### config.mk
export PLATFORM = sky130hd
export DESIGN_NAME = data_sync_mc
export DESIGN_NICKNAME = d
export VERILOG_FILES = /design/src/rtl/data_sync_pkg.sv /design/src/rtl/data_sync_bit.sv /design/src/rtl/data_sync_mc.sv
export SDC_FILE = /design/constraint.sdc
export NUM_CORES = 1
export LEC_CHECK = 0
export CAP_MARGIN = 10
export CORE_MARGIN = 1.5
export CORE_UTILIZATION = 30
export DETAILED_ROUTE_END_ITERATION = 12
export MAX_ROUTING_LAYER = met4
export PLACE_DENSITY = 0.64
export SLEW_MARGIN = 40
export SYNTH_ARGS = -nofsm -noshare
export SYNTH_HDL_FRONTEND = slang
export SYNTH_SLANG_ARGS = --single-unit
### constraint.sdc
create_clock -name CLK -period 2.47 [get_ports CLK]
set_input_delay 0.247 -clock CLK [delete_from_list [all_inputs] [get_ports CLK]]
set_output_delay 0.247 -clock CLK [all_outputs]
set_load 0.1 [all_outputs]
### src/rtl/data_sync_pkg.sv
// Shared definitions for the multi-channel data synchroniser.
package data_sync_pkg;

    // Smallest legal configuration values.
    localparam int MIN_STAGES = 2;
    localparam int MIN_CH     = 1;

    // Per-channel holding state: no word waiting, or one word waiting.
    typedef enum logic {
        EMPTY = 1'b0,
        FULL  = 1'b1
    } ch_state_t;

endpackage

### src/rtl/data_sync_bit.sv
// NUM_STAGES-deep single-bit synchroniser, plain flop chain with reset.
module data_sync_bit #(
    parameter int NUM_STAGES = 2
) (
    input  logic clk,
    input  logic rst_n,
    input  logic level,
    output logic synced
);

    logic [NUM_STAGES-1:0] stages;

    // Shift the asynchronous level through the chain, cleared on reset.
    always_ff @(posedge clk) begin
        if (!rst_n) begin
            stages <= '0;
        end else begin
            stages <= {stages[NUM_STAGES-2:0], level};
        end
    end

    assign synced = stages[NUM_STAGES-1];

endmodule

### src/rtl/data_sync_mc.sv
// Multi-channel data synchroniser with per-channel valid/ready hold and
// sticky overrun. Define DATA_SYNC_TOGGLE_EN for toggle-encoded enables
// (every transition delivers a word); default is rising-edge level mode.
module data_sync_mc
    import data_sync_pkg::*;
#(
    parameter int NUM_STAGES = 2,
    parameter int BUS_WIDTH  = 8,
    parameter int NUM_CH     = 4
) (
    input  logic                        CLK,
    input  logic                        RST,
    input  logic [NUM_CH*BUS_WIDTH-1:0] unsync_bus,
    input  logic [NUM_CH-1:0]           bus_enable,
    output logic [NUM_CH*BUS_WIDTH-1:0] sync_bus,
    output logic [NUM_CH-1:0]           enable_pulse,
    output logic [NUM_CH-1:0]           sync_valid,
    input  logic [NUM_CH-1:0]           sync_ready,
    output logic [NUM_CH-1:0]           overrun,
    input  logic                        overrun_clr
);

    if (NUM_STAGES < MIN_STAGES) begin : g_bad_stages
        $error("data_sync_mc: NUM_STAGES must be at least %0d", MIN_STAGES);
    end
    if (NUM_CH < MIN_CH) begin : g_bad_ch
        $error("data_sync_mc: NUM_CH must be at least %0d", MIN_CH);
    end

    for (genvar c = 0; c < NUM_CH; c++) begin : g_ch
        logic                 synced;
        logic                 en_prev;
        logic                 evt;
        logic                 pulse_q;
        logic                 ovr_q;
        logic                 set_ovr;
        logic [BUS_WIDTH-1:0] data_q;
        ch_state_t            state;
        ch_state_t            state_nxt;

        data_sync_bit #(.NUM_STAGES(NUM_STAGES)) u_sync (
            .clk    (CLK),
            .rst_n  (RST),
            .level  (bus_enable[c]),
            .synced (synced)
        );

`ifdef DATA_SYNC_TOGGLE_EN
        assign evt = synced ^ en_prev;
`else
        assign evt = synced & ~en_prev;
`endif

        // Next holding state and overrun-set decision for this channel.
        always_comb begin
            state_nxt = state;
            set_ovr   = 1'b0;
            case (state)
                EMPTY: begin
                    if (evt) state_nxt = FULL;
                end
                FULL: begin
                    if (evt && !sync_ready[c]) set_ovr = 1'b1;
                    else if (!evt && sync_ready[c]) state_nxt = EMPTY;
                end
                default: state_nxt = EMPTY;
            endcase
        end

        // Edge history, capture, pulse, state and sticky overrun registers.
        always_ff @(posedge CLK) begin
            if (!RST) begin
                en_prev <= 1'b0;
                pulse_q <= 1'b0;
                data_q  <= '0;
                state   <= EMPTY;
                ovr_q   <= 1'b0;
            end else begin
                en_prev <= synced;
                pulse_q <= evt;
                if (evt) data_q <= unsync_bus[c*BUS_WIDTH +: BUS_WIDTH];
                state   <= state_nxt;
                if (set_ovr) ovr_q <= 1'b1;
                else if (overrun_clr) ovr_q <= 1'b0;
            end
        end

        assign sync_bus[c*BUS_WIDTH +: BUS_WIDTH] = data_q;
        assign enable_pulse[c] = pulse_q;
        assign sync_valid[c]   = (state == FULL);
        assign overrun[c]      = ovr_q;
    end

endmodule

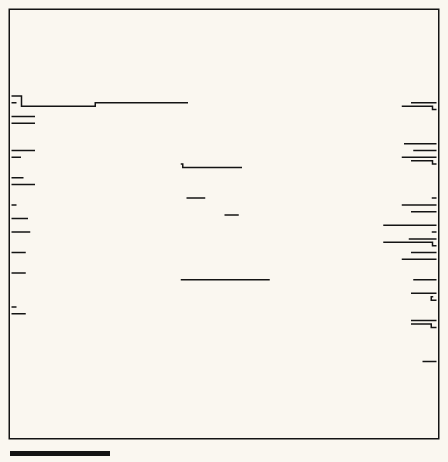
(signal wires on met3)
The bar under the picture is 20 um long.
The longest straight run is 18.4 um. The layer carries 221 um of wire. 37 nets have wire on it. The wires run mostly horizontal.

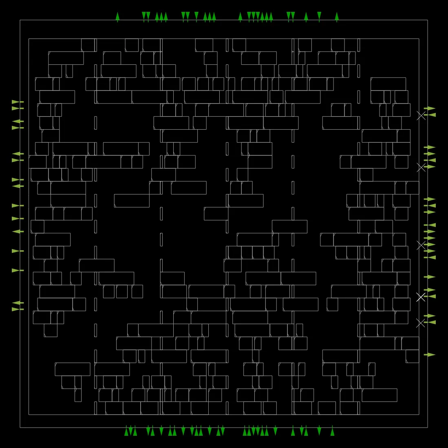
(placement view)
fillers: 655
register share of the cell area: 39.86%

==> results.txt <==
run metrics: status=finished, violations left, violated checks=design-rule violations, Startpoint Class=flop, Final Hold Viols=0, ao+oa area frac=14.45%, Mapped Avg Cell Area=9.204 um^2, total routed wirelength=4059 um, Leakage=1.119 nW, crit-path max FO=9, Final clock-cell share=3.425%, Yosys top cell by instances=nand2_1, DRT antenna net count=0, CTS Buf Count=5, MI comb cells=136, Util after Layout=43.55%, GRT Total Usage=11.93%, top cells, area=dfxtp_1 (55%), a21boi_0 (12%), nand2_1 (12%), max cap viols=0, Post-Synthesis Cell Area=0.002043 mm^2, stage-log warning count=26, drc violations=6, First-pass DRT Iterations=7, area fraction in xor and xnor cells=0%, area of the core=0.006459 mm^2, CP required=2700 ps, initial antenna violation count=0, Worst Tran Pin Value=644.8 ps, Area leader share=54.87%, Mapped Nets=265, mux frac, synth=0%, R2R depth=3, max reg flops=32, GR peak layer=met2, Pwr Density=635.9 mW/mm^2, CP endpoint=g_ch[3].data_q[4], post-synth top area cell=dfxtp_1
worst max-delay path, cell delays in order, from the launching register on:
cell and delay [ps]:
dfxtp_1 350, nor2b_1 540, nand2_1 120, a21boi_0 160
through the flow:
step	cells	cell area, um^2	power [mW]	worst slack [ps]
after global placement	359	2714	1.290	1223
after CTS	366	2810	1.819	1177
after global routing	366	2813	1.879	1053
after floorplan	222	2043	1.190	1220
final	366	2813	1.789	1237
after detailed placement	359	2714	1.292	1190
report_power, final:
part	leakage (nW)	internal [mW]	total [mW]	switching, mW
Combinational	0.612	0.109	0.323	0.213
Clock	0.0503	0.250	0.521	0.271
Sequential	0.456	0.932	0.945	0.0130
Power is estimated from default activity; no workload was simulated.
